### src/rtl/motor_step_responder.sv
// Motor-side responder for the CPU motor handshake.
// Accepts a move request, clamps and latches the target position, and
// issues step/dir pulses until the absolute position reaches the target.
// It then raises motor_ready and holds it until the request is withdrawn.
module motor_step_responder #(
    parameter int POS_W       = 16,
    parameter int STEP_HI     = 50,
    parameter int STEP_PERIOD = 500,
    parameter int POS_MIN     = -1600,
    parameter int POS_MAX     = 1600
) (
    input  logic             clk,
    input  logic             reset,
    input  logic             motor_driver,
    input  logic [POS_W-1:0] target,
    output logic             motor_ready,
    output logic             step,
    output logic             dir,
    output logic             motor_en,
    output logic [POS_W-1:0] position,
    output logic             busy
);

    localparam logic [2:0] IDLE   = 3'd0;
    localparam logic [2:0] LOAD   = 3'd1;
    localparam logic [2:0] STEP_H = 3'd2;
    localparam logic [2:0] STEP_L = 3'd3;
    localparam logic [2:0] DONE   = 3'd4;

    localparam int CNT_W = (STEP_PERIOD > 2) ? $clog2(STEP_PERIOD) : 1;
    localparam logic [CNT_W-1:0] HI_LAST = CNT_W'(STEP_HI - 1);
    localparam logic [CNT_W-1:0] LO_LAST = CNT_W'(STEP_PERIOD - STEP_HI - 1);

    localparam logic signed [POS_W-1:0] MIN_V = POS_W'(POS_MIN);
    localparam logic signed [POS_W-1:0] MAX_V = POS_W'(POS_MAX);

    logic [2:0]              state;
    logic [2:0]              next_state;
    logic [CNT_W-1:0]        cnt;
    logic [POS_W:0]          remaining;
    logic signed [POS_W-1:0] tgt_q;
    logic signed [POS_W-1:0] tgt_clamped;
    logic signed [POS_W:0]   delta;
    logic [POS_W:0]          delta_abs;
    logic [POS_W-1:0]        pos_inc;

    // Saturate the requested target into the legal travel range
    always_comb begin
        tgt_clamped = $signed(target);
        if ($signed(target) < MIN_V) begin
            tgt_clamped = MIN_V;
        end else if ($signed(target) > MAX_V) begin
            tgt_clamped = MAX_V;
        end
    end

    // Distance to travel, one bit wider so the subtraction cannot overflow
    always_comb begin
        delta     = $signed({tgt_q[POS_W-1], tgt_q}) - $signed({position[POS_W-1], position});
        delta_abs = delta[POS_W] ? $unsigned(-delta) : $unsigned(delta);
        pos_inc   = dir ? POS_W'(1) : {POS_W{1'b1}};
    end

    // Next-state decode for the move sequencer
    always_comb begin
        next_state = state;
        case (state)
            IDLE:    if (motor_driver) next_state = LOAD;
            LOAD:    next_state = (delta == '0) ? DONE : STEP_H;
            STEP_H:  if (cnt == HI_LAST) next_state = STEP_L;
            STEP_L:  if (cnt == LO_LAST) next_state = (remaining == (POS_W+1)'(1)) ? DONE : STEP_H;
            DONE:    if (!motor_driver) next_state = IDLE;
            default: next_state = IDLE;
        endcase
    end

    // State, datapath and registered outputs; ready lags DONE by one cycle
    always_ff @(posedge clk or posedge reset) begin
        if (reset) begin
            state       <= IDLE;
            cnt         <= '0;
            remaining   <= '0;
            tgt_q       <= '0;
            position    <= '0;
            dir         <= 1'b0;
            step        <= 1'b0;
            motor_ready <= 1'b0;
            motor_en    <= 1'b0;
            busy        <= 1'b0;
        end else begin
            state       <= next_state;
            motor_ready <= (state == DONE);
            step        <= (next_state == STEP_H);
            motor_en    <= (next_state != IDLE);
            busy        <= (next_state != IDLE);
            case (state)
                IDLE: begin
                    if (motor_driver) begin
                        tgt_q <= tgt_clamped;
                    end
                end
                LOAD: begin
                    dir       <= !delta[POS_W] && (delta != '0);
                    remaining <= delta_abs;
                    cnt       <= '0;
                end
                STEP_H: begin
                    if (cnt == HI_LAST) begin
                        cnt <= '0;
                    end else begin
                        cnt <= cnt + CNT_W'(1);
                    end
                end
                STEP_L: begin
                    if (cnt == LO_LAST) begin
                        cnt       <= '0;
                        position  <= position + pos_inc;
                        remaining <= remaining - (POS_W+1)'(1);
                    end else begin
                        cnt <= cnt + CNT_W'(1);
                    end
                end
                default: begin
                end
            endcase
        end
    end

endmodule
### config.mk
export PLATFORM = sky130hd
export DESIGN_NAME = motor_step_responder
export DESIGN_NICKNAME = d
export VERILOG_FILES = /design/src/rtl/motor_step_responder.sv
export SDC_FILE = /design/constraint.sdc
export NUM_CORES = 1
export LEC_CHECK = 0
export ABC_AREA = 1
export CAP_MARGIN = 0
export CORE_ASPECT_RATIO = 0.6
export CORE_UTILIZATION = 55
export CTS_CLUSTER_SIZE = 10
export DETAILED_ROUTE_END_ITERATION = 10
export GPL_TIMING_DRIVEN = 0
export PLACE_DENSITY = 0.76
export SLEW_MARGIN = 30
export SYNTH_ARGS = -nofsm -noshare
export SYNTH_HDL_FRONTEND = slang
export SYNTH_SLANG_ARGS = --single-unit
### constraint.sdc
create_clock -name clk -period 7.1 [get_ports clk]
set_input_delay 1.42 -clock clk [delete_from_list [all_inputs] [get_ports clk]]
set_output_delay 1.42 -clock clk [all_outputs]
set_load 0.1 [all_outputs]
==> images/layers.png <==
Scale: 3 px per um.
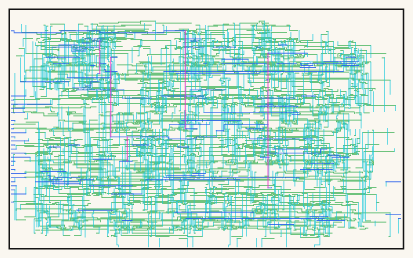
color	layer	wire length
cyan	M2	5970 um
blue	M3	1080 um
green	M1	7420 um
magenta	M4	123 um

==> images/util_map.png <==
Scale: 4 px per um. The die is cut into 13 by 8 equal tiles; black is low, pale yellow is high, 0 to 100% covered.
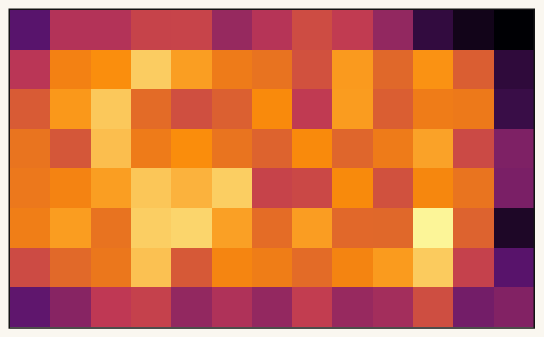
emptiest ninth of the die	top right
fullest tile	98%
nearly empty tiles	1.0%

==> results.yml <==
# physical design summary
run_status:
  status: "finished, final reports clean"
power:
  leakage_nw: 3.301
  p_total_w: 0.002969
  internal-power_w: 0.001460
  pg_comb_w: 0.00186
  seq-power_w: 0.000578
finish:
  drive_gt1_share_pct: 9.080
  nNetsFinal: 911
  layout_top_cells: "nand2_1, inv_1, nor2_1"
  final_cells: 989
placement:
  post-place-ws_ns: 3.668
  place_hpwl_um: 11350
  place_inst: 973
final_timing:
  setup_slack_ns: 3.607
  post-route-period-util_pct: 49.20
  slew_headroom_pct: 34.49
  rsz0062_at_grt: "false"
  finalSetupViolCount: 0
  slew_viol_final: 0
critical_path:
  worst-path-stages: 1
  cpMaxStageDelayCell: "clkdlybuf4s50_1"
  startpoint: "position[0]"
  start_kind: "register"
flow_run:
  maxCapViolCount: 0
min_path:
  hold-path-cell-count: 2
  hold_class: "reg -> reg"
global_route:
  met2_usage_pct: 45.24
  met3_usage_pct: 6.402
synthesis:
  edf_count: 0
  async_flop_share_pct: 100.0
  ys_chip_area_um2: 5483
  flop_cell: "dfrtp_1"
route:
  first_pass_iters: 5
  drc: 0
  wl_um: 14590
  wl_met2_um: 5973
  routed_via_density: 5.618
cts:
  cts_tree: "built"
  ctsHoldBuffers: 0
  cts_buffers: 9
==> images/class_map.png <==
Scale: 3 px per um.
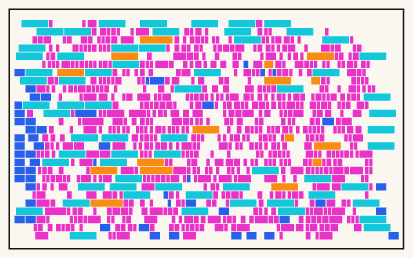
color	class	cells
orange	clock drivers and dummy loads	16
magenta	remaining logic cells	725
cyan	registers	65
blue	remaining buffers and delay cells	53
site row count: 27
Core Footprint: 9425 um2
fraction of area in registers: 25.38%
fin area: 6409 um2
final core occ: 67.99%

==> images/clock_nets.png <==
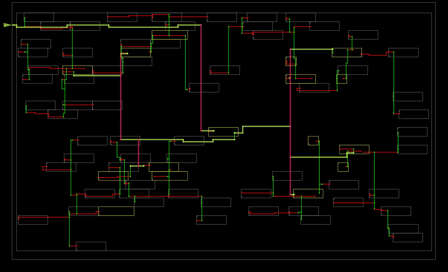
later-pin clock latency in the skew report: 0.34 ns
clock buf count: 9
clk pwr: 0.000533 W
num sequential: 65

registers in the layout, indices dropped and copies added (netlist names):
name         flops
remaining       17
cnt              9
tgt_q           16
state            3
motor_ready      1
busy             1
position        16
step             1
dir              1
cell families after synthesis:
group,count (synthesis),share of synthesized area (%)
AND/OR/NAND/NOR,384,31.24
flip-flops,65,29.67
adder cells (fa/ha/maj),38,8.946
AND-OR/OR-AND,148,15.77
XOR/XNOR,22,3.651
buffers and inverters,146,10.73
stage by stage:
step / hold WS (ns) / util [%]
detailed placement: 0.4660 / 64.28
floorplan: 0.4318 / -
global placement: 0.4597 / 64.04
finish: 0.4848 / 67.99
global route: 0.5139 / 67.99
CTS: 0.4804 / 67.99
cell usage after synthesis (4+ instances only):
master | count | area [um2]
a32o_1 | 4 | 40.04
clkbuf_1 | 5 | 18.77
nand3_1 | 55 | 275.3
nor3_1 | 11 | 55.05
nand2_1 | 176 | 660.6
inv_2 | 5 | 18.77
nand4_1 | 13 | 81.33
a21oi_1 | 49 | 245.2
nand2_2 | 22 | 137.6
nor2_1 | 83 | 311.6
ha_1 | 36 | 450.4
o21ai_0 | 52 | 260.3
nand3_2 | 8 | 80.08
o22ai_1 | 6 | 37.54
inv_1 | 128 | 480.5
dfrtp_1 | 65 | 1627
nor2_2 | 7 | 43.79
xor2_1 | 19 | 166.4
a31oi_1 | 10 | 62.56
final cells by class:
class                      instances  area [um2]
buffer                            13       88.84
multi-input combinational        592        3268
clock buffer                       9       225.2
inverter                         133       501.7
clock inverter                     7       125.1
sequential                        65        1627
fill                             775        3017
timing repair buffer              40       410.4
tap                              130       162.7
worst min-delay path: stages, from the launching register on:
cell and delay (ns):
dfrtp_1 0.35, nand2_1 0.05, nand2_1 0.05
Power is estimated from default activity; no workload was simulated.
